**Metal layers overlaid**

Drawn at 6 px/um.
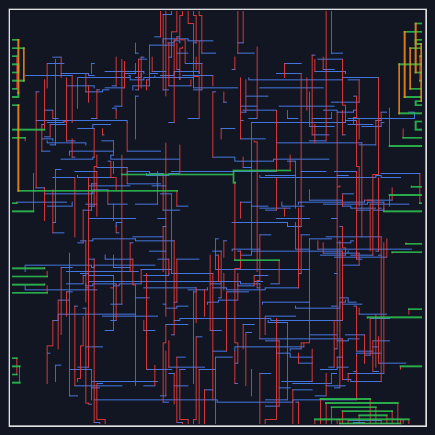
**Sequential cells grouped by signal name**

Drawn at 4 px/um. Other sequential cells in the stronger gray, the rest of the logic in the fainter gray.
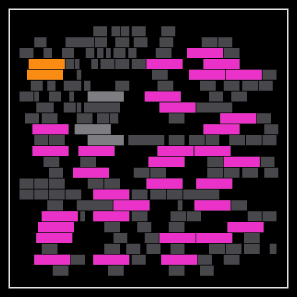
**Gate families picked out**

Drawn at 6 px/um.
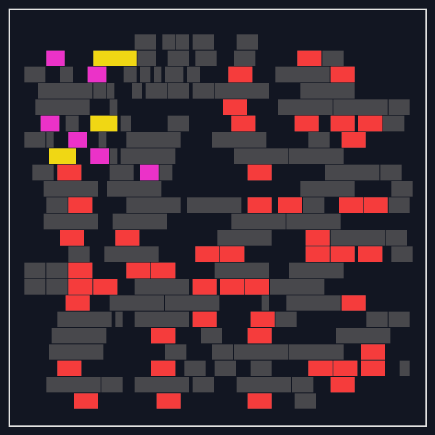
**Clock routing**

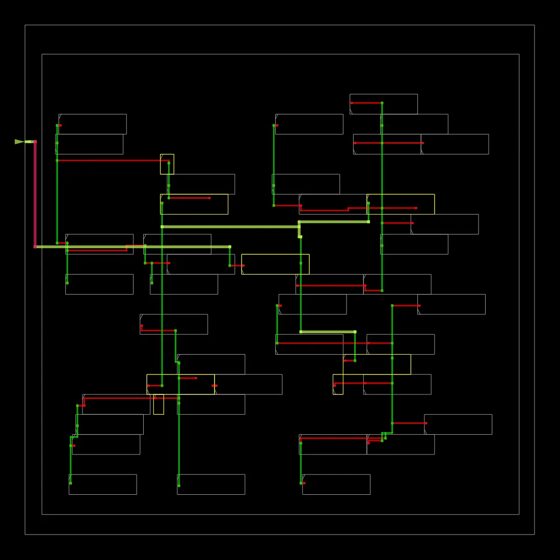
**I/O nets highlighted**

Drawn at 6 px/um.
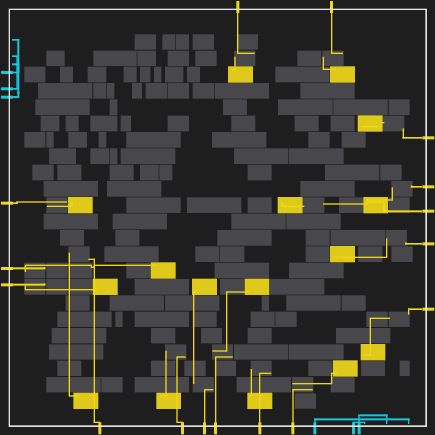
### config.mk
export PLATFORM = sky130hd
export DESIGN_NAME = peripheral_spram_req_ctrl
export DESIGN_NICKNAME = d
export VERILOG_FILES = /design/src/rtl/peripheral_spram_pkg.sv /design/src/rtl/peripheral_spram_rsp_fifo.sv /design/src/rtl/peripheral_spram_req_ctrl.sv
export SDC_FILE = /design/constraint.sdc
export NUM_CORES = 1
export LEC_CHECK = 0
export CAP_MARGIN = 20
export CORE_MARGIN = 2
export CORE_UTILIZATION = 44
export CTS_BUF_LIST = sky130_fd_sc_hd__clkbuf_16
export DETAILED_ROUTE_END_ITERATION = 8
export PLACE_DENSITY_LB_ADDON = 0.05
export SYNTH_ARGS = -nofsm -noshare
export SYNTH_HDL_FRONTEND = slang
export SYNTH_HIERARCHICAL = 1
export SYNTH_SLANG_ARGS = --single-unit
### constraint.sdc
create_clock -name ram_clk -period 6.1 [get_ports ram_clk]
set_clock_uncertainty 0.2 [all_clocks]
set_input_delay 1.22 -clock ram_clk [delete_from_list [all_inputs] [get_ports ram_clk]]
set_output_delay 1.22 -clock ram_clk [all_outputs]
set_load 0.005 [all_outputs]
### src/rtl/peripheral_spram_pkg.sv
// Shared constants and types for the single-port RAM request controller.
package peripheral_spram_pkg;

    // RAM read data appears this many cycles after the read strobe.
    localparam int SPRAM_RD_LAT = 1;
    // Response buffer depth: read latency plus one slot for back-pressure.
    localparam int SPRAM_RSP_DEPTH = 2;
    // Inactive levels of the active-low RAM strobes.
    localparam logic [1:0] SPRAM_WEN_NONE = 2'b11;
    localparam logic       SPRAM_CEN_OFF  = 1'b1;

    // Default geometry of the peripheral RAM.
    localparam int SPRAM_AW = 6;
    localparam int SPRAM_DW = 16;

    // One master request as seen on the request channel.
    typedef struct packed {
        logic                we;
        logic [1:0]          be;
        logic [SPRAM_AW-1:0] addr;
        logic [SPRAM_DW-1:0] wdata;
    } spram_req_t;

endpackage : peripheral_spram_pkg

### src/rtl/peripheral_spram_rsp_fifo.sv
// Small register FIFO that holds RAM read data until the master takes it.
// The head entry is a plain register read, so it stays stable while the
// consumer stalls. The caller guarantees no push into a full FIFO and no
// pop from an empty one.
module peripheral_spram_rsp_fifo
    import peripheral_spram_pkg::*;
#(
    parameter int DW    = 16,
    parameter int DEPTH = SPRAM_RSP_DEPTH
) (
    input  logic                       clk,
    input  logic                       rst_n,
    input  logic                       push,
    input  logic [DW-1:0]              push_data,
    input  logic                       pop,
    output logic [$clog2(DEPTH+1)-1:0] cnt,
    output logic [DW-1:0]              head
);

    localparam int PW = (DEPTH > 1) ? $clog2(DEPTH) : 1;
    localparam int CW = $clog2(DEPTH + 1);

    logic [DEPTH-1:0][DW-1:0] mem_q, mem_d;
    logic [PW-1:0]            wr_q, wr_d;
    logic [PW-1:0]            rd_q, rd_d;
    logic [CW-1:0]            cnt_q, cnt_d;

    // Pointer advance with explicit wrap so DEPTH need not be a power of two.
    function automatic logic [PW-1:0] ptr_inc(input logic [PW-1:0] p);
        return (p == PW'(DEPTH - 1)) ? '0 : p + 1'b1;
    endfunction

    // Next-state for storage, pointers and occupancy.
    always_comb begin
        mem_d = mem_q;
        wr_d  = wr_q;
        rd_d  = rd_q;
        cnt_d = cnt_q;
        if (push) begin
            mem_d[wr_q] = push_data;
            wr_d        = ptr_inc(wr_q);
        end
        if (pop) begin
            rd_d = ptr_inc(rd_q);
        end
        unique case ({push, pop})
            2'b10:   cnt_d = cnt_q + 1'b1;
            2'b01:   cnt_d = cnt_q - 1'b1;
            default: cnt_d = cnt_q;
        endcase
    end

    // State registers; storage is cleared so the head reads zero out of reset.
    always_ff @(posedge clk or negedge rst_n) begin
        if (!rst_n) begin
            mem_q <= '0;
            wr_q  <= '0;
            rd_q  <= '0;
            cnt_q <= '0;
        end else begin
            mem_q <= mem_d;
            wr_q  <= wr_d;
            rd_q  <= rd_d;
            cnt_q <= cnt_d;
        end
    end

    assign cnt  = cnt_q;
    assign head = mem_q[rd_q];

endmodule : peripheral_spram_rsp_fifo

### src/rtl/peripheral_spram_req_ctrl.sv
// Request-side front end for the single-port RAM.
// Handshakes: a transfer happens on a channel when valid & ready are both
// high at the ram_clk edge; valid holders keep their payload stable until
// then. req_ready depends combinationally on req_we and rsp_ready.
// Reads are admitted only while a slot is guaranteed for their data, so
// response back-pressure can never drop RAM output. Writes produce no
// response and are never stalled.
module peripheral_spram_req_ctrl
    import peripheral_spram_pkg::*;
#(
    parameter int AW        = 6,
    parameter int DW        = 16,
    parameter int RSP_DEPTH = SPRAM_RSP_DEPTH
) (
    input  logic          ram_clk,
    input  logic          ram_rstn,
    input  logic          req_valid,
    output logic          req_ready,
    input  logic          req_we,
    input  logic [1:0]    req_be,
    input  logic [AW-1:0] req_addr,
    input  logic [DW-1:0] req_wdata,
    output logic          rsp_valid,
    input  logic          rsp_ready,
    output logic [DW-1:0] rsp_rdata,
    output logic [AW-1:0] ram_addr,
    output logic [DW-1:0] ram_din,
    output logic          ram_cen,
    output logic [1:0]    ram_wen,
    input  logic [DW-1:0] ram_dout
);

    localparam int CW = $clog2(RSP_DEPTH + 1);

    logic          acc;
    logic          rsp_pop;
    logic          credit_ok;
    logic [CW:0]   occ_after;
    logic [CW-1:0] q_cnt;
    logic          rd_pend_q, rd_pend_d;

    assign acc     = req_valid & req_ready;
    assign rsp_pop = rsp_valid & rsp_ready;

    // Reads admitted so far but not yet handed back, after this cycle's pop.
    // A new read is allowed only if that leaves room for its data.
    always_comb begin
        occ_after = {1'b0, q_cnt} + {{CW{1'b0}}, rd_pend_q} - {{CW{1'b0}}, rsp_pop};
        credit_ok = (occ_after < (CW+1)'(RSP_DEPTH));
    end

    // Nothing is accepted while reset is held.
    assign req_ready = ram_rstn & (req_we | credit_ok);

    // RAM strobes are driven straight from the request in its accept cycle.
    always_comb begin
        ram_cen = SPRAM_CEN_OFF;
        ram_wen = SPRAM_WEN_NONE;
        if (acc) begin
            if (req_we) begin
                // A write with no byte lanes is accepted but leaves the RAM idle.
                ram_cen = ~(|req_be);
                ram_wen = ~req_be;
            end else begin
                ram_cen = 1'b0;
            end
        end
    end

    assign ram_addr = req_addr;
    assign ram_din  = req_wdata;

    // Marks the cycle in which the RAM output carries read data.
    always_comb begin
        rd_pend_d = acc & ~req_we;
    end

    // Read-pending register.
    always_ff @(posedge ram_clk or negedge ram_rstn) begin
        if (!ram_rstn) begin
            rd_pend_q <= 1'b0;
        end else begin
            rd_pend_q <= rd_pend_d;
        end
    end

    peripheral_spram_rsp_fifo #(
        .DW    (DW),
        .DEPTH (RSP_DEPTH)
    ) u_rsp_fifo (
        .clk       (ram_clk),
        .rst_n     (ram_rstn),
        .push      (rd_pend_q),
        .push_data (ram_dout),
        .pop       (rsp_pop),
        .cnt       (q_cnt),
        .head      (rsp_rdata)
    );

    assign rsp_valid = (q_cnt != '0);

endmodule : peripheral_spram_req_ctrl

==> run summary <==
run results: outcome=finished, final reports clean, Commonest Layout Cell=mux2_2, setup TNS=0 ns, clock-net power=233 uW, CP Capture Type=primary output, fin crit share=just over 80%, final setup vio count=0, Worst VDD drop=about 0.27 mV, Sequential Area=between 900 and 1000 um^2, #FFs+latches synth=37, Met1 Wirelength=around 1.3 mm, yosys stat area=1870 um^2, IO Port Bufs=around 43, syn_area_per_cell=13.5 um^2, RSZ-0062 raised after global routing=false, total power=roughly 1.2 mW, flip-flops with a built-in enable=0, mapped cell area=around 1900 um^2, busiest grt layer=met2, die width=around 70 um, Post-synth seq share=49.4%, P&R area growth vs syn=22.8%, CP Launch Point=rsp_ready, synth cell count leaders=mux2_2, dfrtp_1, buf_4, final HPWL from detailed placement=2.38 mm, Max Fanout on Critical Path=3, worst r2r dst=rd_pend_q, CP max stage delay=~0.45 ns, Distinct cells, synth=24, WP buf/inv=2, met3 Use GR=roughly 7.0%, Antenna diodes=0, largest net degree at the start of global routing=about 43, Largest register FFs=32, Iter 0 DRT Violations=about 82, post-route minimum period=around 5.0 ns, CTS clk-pin slew, worst paths=roughly 0.05 ns, initial antenna violation count=0, dominant logic cell types in the final layout=mux2_2, clkdlybuf4s50_1, dfrtp_1, Core Util, Final=56.7%, WL met3=approximately 250 um, FFs w/ async S/R, synth=100%, f_max=between 150 and 200 MHz, Tool Warnings=26, Main area contributors=dfrtp_1, mux2_2, buf_4, xnor2_1, xor2_1, Max-area cell share=between 40 and 50%, Routed Antenna Nets=0, hold-critical path endpoint=u_rsp_fifo/mem_q[16], worst slew pin tran=between 0.8 and 0.9 ns, gpl congestion=0.769, Via Count=roughly 1100, Die Size=4790 um^2, NumNets Final=211
-- 'metal layers overlaid' (at the start) --
legend:
  metal 4:
    color: orange
    wire_length: 72.1 um
  metal 1:
    color: blue
    wire_length: 1340 um
  metal 3:
    color: green
    wire_length: 250 um
  metal 2:
    color: red
    wire_length: 1750 um

-- 'sequential cells grouped by signal name' (at the start) --
legend:
  `u_rsp_fifo/mem_q`:
    color: magenta
    placed_flops: 32
  `u_rsp_fifo/cnt`:
    color: orange
    placed_flops: 2

-- 'gate families picked out' (at the start) --
legend:
  xor and xnor cells:
    color: magenta
    cells: 6
  mux cells:
    color: red
    cells: 48
  fa/ha/maj cells:
    color: yellow
    cells: 3

-- 'clock routing' (at the start) --
Seq cells: 37
CTS buffer count: 5

-- 'I/O nets highlighted' (at the start) --
legend:
  `req_addr`:
    color: cyan
    bits: 6
    direction: input
    edge: 3 west, 3 south
    end_cells: 0
    buffers: 0
    wire: 47.9 um
  `rsp_rdata`:
    color: yellow
    bits: 16
    direction: output
    edge: 6 south, 5 east, 3 west, 2 north
    end_cells: 16
    buffers: 16
    wire: 314 um

[area by class of cell]
cell class	count	area share, %
sequential	37	40.2
clock inverter	3	0.544
clock buffer	5	5.44
tap	50	2.72
timing repair buffer	43	18.5
multi-input combinational	72	31.9
inverter	4	0.653
[logic make-up (layout without fill, tap and decap cells)]
group / count (synthesis) / count (layout) / synth area share (%)
DFF: 37 / 37 / 49.4
and+or+nand+nor: 12 / 12 / 3.94
buffers and inverters: 30 / 55 / 11.4
AOI/OAI and AO/OA: 3 / 3 / 1.20
muxes: 48 / 48 / 28.9
xor gates and xnor gates: 6 / 6 / 2.81
adders and majority gates: 3 / 3 / 2.40
[through the flow]
step                      instances  setup WS [ns]
final                           214           1.09
after detailed placement        206           1.07
after CTS                       214           1.06
after floorplan                 139           2.02
after global routing            214          0.923
after global placement          206           1.12
Power is estimated from default activity; no workload was simulated.
